<file path="config.mk">
export PLATFORM = sky130hd
export DESIGN_NAME = mem_interface
export DESIGN_NICKNAME = d
export VERILOG_FILES = /design/src/rtl/proc_pkg.sv /design/src/rtl/mem_timeout_counter.sv /design/src/rtl/mem_interface.sv
export SDC_FILE = /design/constraint.sdc
export NUM_CORES = 1
export LEC_CHECK = 0
export CAP_MARGIN = 10
export CELL_PAD_IN_SITES_DETAIL_PLACEMENT = 1
export CELL_PAD_IN_SITES_GLOBAL_PLACEMENT = 1
export CORE_UTILIZATION = 34
export CTS_CLUSTER_DIAMETER = 100
export DETAILED_ROUTE_END_ITERATION = 12
export PLACE_DENSITY_LB_ADDON = 0.1
export RECOVER_POWER = 100
export SYNTH_ARGS = -nofsm -noshare
export SYNTH_HDL_FRONTEND = slang
export SYNTH_SLANG_ARGS = --single-unit
</file>
<file path="constraint.sdc">
create_clock -name CLK -period 2.5 [get_ports CLK]
set_input_delay 0.375 -clock CLK [delete_from_list [all_inputs] [get_ports CLK]]
set_output_delay 0.375 -clock CLK [all_outputs]
set_load 0.005 [all_outputs]
</file>
<file path="src/rtl/proc_pkg.sv">
// Shared processor definitions: memory-interface FSM state encoding and bus/timeout defaults.
package proc_pkg;

    localparam int DATA_W_DEFAULT  = 16;
    localparam int ADDR_W_DEFAULT  = 16;
    localparam int TIMEOUT_DEFAULT = 255;
    localparam int TIMER_W         = 8;

    typedef enum logic [1:0] {
        IDLE = 2'd0,
        REQ  = 2'd1,
        DONE = 2'd2
    } memState_t;

endpackage

</file>
<file path="src/rtl/mem_timeout_counter.sv">
// Wait-cycle counter for the memory request phase; cleared when a request is accepted.
module mem_timeout_counter #(
    parameter int CNT_W = 8
) (
    input  logic             CLK,
    input  logic             Reset,
    input  logic             clear,
    input  logic             enable,
    output logic [CNT_W-1:0] count
);

    always_ff @(posedge CLK or negedge Reset) begin
        if (!Reset) begin
            count <= '0;
        end else if (clear) begin
            count <= '0;
        end else if (enable) begin
            count <= count + 1'b1;
        end
    end

endmodule

</file>
<file path="src/rtl/mem_interface.sv">
// Multicycle-processor memory interface: registers one request, handshakes with memory and steers
// read data into IR or MDR. Defining MEM_TIMEOUT_EN adds an ack timeout with a sticky mem_err.
module mem_interface
    import proc_pkg::*;
#(
    parameter int DATA_W  = DATA_W_DEFAULT,
    parameter int ADDR_W  = ADDR_W_DEFAULT,
    parameter int TIMEOUT = TIMEOUT_DEFAULT
) (
    input  logic              CLK,
    input  logic              Reset,
    input  logic              MemRead,
    input  logic              MemWrite,
    input  logic              IorD,
    input  logic              IRWrite,
    input  logic [ADDR_W-1:0] PC,
    input  logic [ADDR_W-1:0] ALUOut,
    input  logic [DATA_W-1:0] B,
    output logic [DATA_W-1:0] inst,
    output logic [DATA_W-1:0] MDR,
    output logic              Stall,
    output logic              mem_req,
    output logic              mem_we,
    output logic [ADDR_W-1:0] mem_addr,
    output logic [DATA_W-1:0] mem_wdata,
    input  logic [DATA_W-1:0] mem_rdata,
    input  logic              mem_ack,
    output logic              mem_err
);

    memState_t         state;
    memState_t         nextState;
    logic              destIr;
    logic              request;
    logic              capture;
    logic              inReq;
    logic              timeoutHit;
    logic              loadEn;
    logic [DATA_W-1:0] loadData;

    if (TIMEOUT < 1 || TIMEOUT > (1 << TIMER_W) - 1) begin : gBadTimeout
        $error("mem_interface: TIMEOUT must be 1..%0d", (1 << TIMER_W) - 1);
    end

    assign request = MemRead | MemWrite;
    assign capture = (state == IDLE) && request;
    assign inReq   = (state == REQ);

    always_ff @(posedge CLK or negedge Reset) begin
        if (!Reset) begin
            state <= IDLE;
        end else begin
            state <= nextState;
        end
    end

    always_comb begin
        nextState = state;
        Stall     = 1'b0;
        mem_req   = 1'b0;
        case (state)
            IDLE: begin
                Stall = request;
                if (request) begin
                    nextState = REQ;
                end
            end
            REQ: begin
                Stall   = 1'b1;
                mem_req = 1'b1;
                if (mem_ack || timeoutHit) begin
                    nextState = DONE;
                end
            end
            DONE:    nextState = IDLE;
            default: nextState = IDLE;
        endcase
    end

    // A simultaneous read and write is treated as a write; the read is dropped.
    always_ff @(posedge CLK or negedge Reset) begin
        if (!Reset) begin
            mem_addr  <= '0;
            mem_wdata <= '0;
            mem_we    <= 1'b0;
            destIr    <= 1'b0;
        end else if (capture) begin
            mem_addr  <= IorD ? ALUOut : PC;
            mem_wdata <= B;
            mem_we    <= MemWrite;
            destIr    <= IRWrite;
        end
    end

    assign loadEn   = inReq && !mem_we && (mem_ack || timeoutHit);
    assign loadData = mem_ack ? mem_rdata : '0;

    always_ff @(posedge CLK or negedge Reset) begin
        if (!Reset) begin
            inst <= '0;
            MDR  <= '0;
        end else if (loadEn) begin
            if (destIr) begin
                inst <= loadData;
            end else begin
                MDR <= loadData;
            end
        end
    end

`ifdef MEM_TIMEOUT_EN
    localparam logic [TIMER_W-1:0] TIMEOUT_LAST = TIMER_W'(TIMEOUT - 1);

    logic [TIMER_W-1:0] waitCount;

    mem_timeout_counter #(
        .CNT_W(TIMER_W)
    ) uTimeoutCounter (
        .CLK   (CLK),
        .Reset (Reset),
        .clear (capture),
        .enable(inReq),
        .count (waitCount)
    );

    // The final permitted REQ cycle is the one whose count equals TIMEOUT-1; an ack there still wins.
    assign timeoutHit = inReq && (waitCount == TIMEOUT_LAST);

    always_ff @(posedge CLK or negedge Reset) begin
        if (!Reset) begin
            mem_err <= 1'b0;
        end else if (timeoutHit && !mem_ack) begin
            mem_err <= 1'b1;
        end
    end
`else
    assign timeoutHit = 1'b0;
    assign mem_err    = 1'b0;
`endif

endmodule

</file>
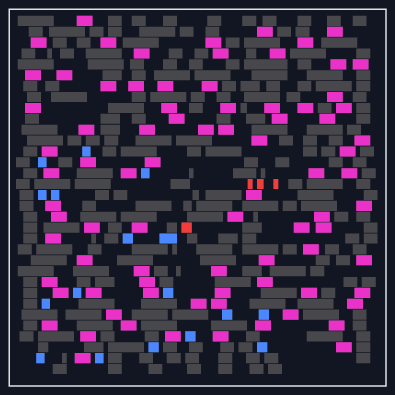
Fig. 1. Logic cells by family.
(4 px per um)
color	family	cells
blue	AND and OR gates	17
red	NOR gates	4
magenta	multiplexers	82
number of standard cells in the layout, taps in and fillers out: 441
multi-input gate share of total cell area: 24.3%
Top cell excl fill/tap: sky130_fd_sc_hd__mux2_2

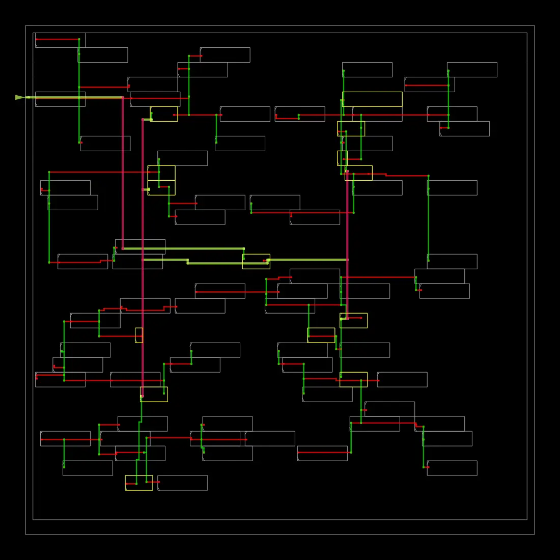
Fig. 2. Clock nets.
number of sinks driven by the clock tree: 68
clk pwr: 875 uW
Inserted Clock Buffers: 9

==> summary.txt <==
Results of the flow run.

STA lists the endpoint of the worst register-to-register path as inst[13]. The internal power summed over all cells stands at roughly 3400 uW. Across all stage logs, warnings added up to 26. In this run the worst hold path is classified as reg -> reg. Measured on the final layout, the clock distribution area share stands at between 4 and 5%.

Per the detailed-route log, wirelength across all metal layers totals between 6000 and 7000 um. The worst setup path is captured at a primary output. The area fraction in xor and xnor cells stands at 0%. Looking at the power breakdown, combinational cells take around 40% of the total. The yosys stat chip area stands at approximately 0.0029 sq mm. After detailed routing, no signal wire sits above met4. The share of the Yosys chip area taken by registers is just under 60%.

Ranked by instance count, the synthesized netlist is headed by sky130_fd_sc_hd__mux2_2, sky130_fd_sc_hd__dfrtp_1, sky130_fd_sc_hd__and2_1, sky130_fd_sc_hd__and2_2, sky130_fd_sc_hd__buf_2. For this run, design rule violations remaining after detail routing come to 0. The count of cell types in the netlist stands at 19. The worst setup path is launched from an input pin. The number of global-route vias before repair stands at approximately 2200. In the layout the commonest cells are sky130_fd_sc_hd__mux2_2, sky130_fd_sc_hd__dlygate4sd3_1, sky130_fd_sc_hd__dfrtp_1, sky130_fd_sc_hd__clkdlybuf4s50_1, sky130_fd_sc_hd__clkbuf_8.

The wire length of the first global-routing pass stands at between 10000 and 15000 um. The cell type that accounts for the most area after synthesis is sky130_fd_sc_hd__dfrtp_1. The worst-case IR drop observed on VDD is around 450 uV. The layout contains a multi-input combinational cell count of about 110.

The combined buffer and inverter count along the critical path stands at 2. The report counts max-capacitance violations totalling 0. The number of flip-flops and latches stands at ~70. The final weighted congestion in routability-driven placement stands at 0.679. Hold analysis lists the worst path endpoint as mem_addr[11]. The class occupying the most area after layout is reported as flip-flops and latches. The inverter count of the layout excluding clock inverters stands at 1. For the final routed database, the setup TNS stands at 0 ns. Per the placement log, port buffering inserted roughly 140 buffers. The pin count of the biggest net entering global routing stands at between 50 and 60.

The transition at the pin with the smallest max-transition slack stands at just under 1 ns. The timing report gives the worst reg2reg path a setup slack of 0.54 ns. The H-tree level count stands at 3. Looking at the critical path, the single cell with the biggest stage delay is sky130_fd_sc_hd__dlygate4sd3_1. The number of cells on the worst hold path stands at 1. The final routed wire length divided by cell count stands at between 15 and 20 um. After layout, the clock buffer instance count stands at 12. The clock slew at the register clock pins of the worst setup and hold paths stands at around 0.06 ns. The worst slack after detailed placement stands at around 0.48 ns. The number of post-CTS setup repair buffers stands at 0. The timing report shows the most common cell along the critical path to be sky130_fd_sc_hd__dlygate4sd3_1.

Hold is met by just under 0.5 ns. The flow ran to the end, and the final reports show no timing, DRC or antenna violations. The number of top-level pins stands at 139. The met2 layer wire length in the routed design stands at around 3300 um. Setup repair after global routing left no endpoint under its margin. The synthesized cell area stands at approximately 0.0029 sq mm.
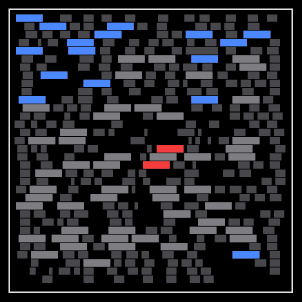
Fig. 3. Sequential cells colored by netlist name.
(3 px per um)
color	name in the netlist	placed flops
blue	mem_wdata	16
red	state	2
not colored	50
sequential cell area: 0.00170 sq mm
final cell utilization of the core: 55.6%
fraction of area in registers: 37.5%
Seq power: 1870 uW

No activity file was given, so power comes from the tool's default toggle rates.
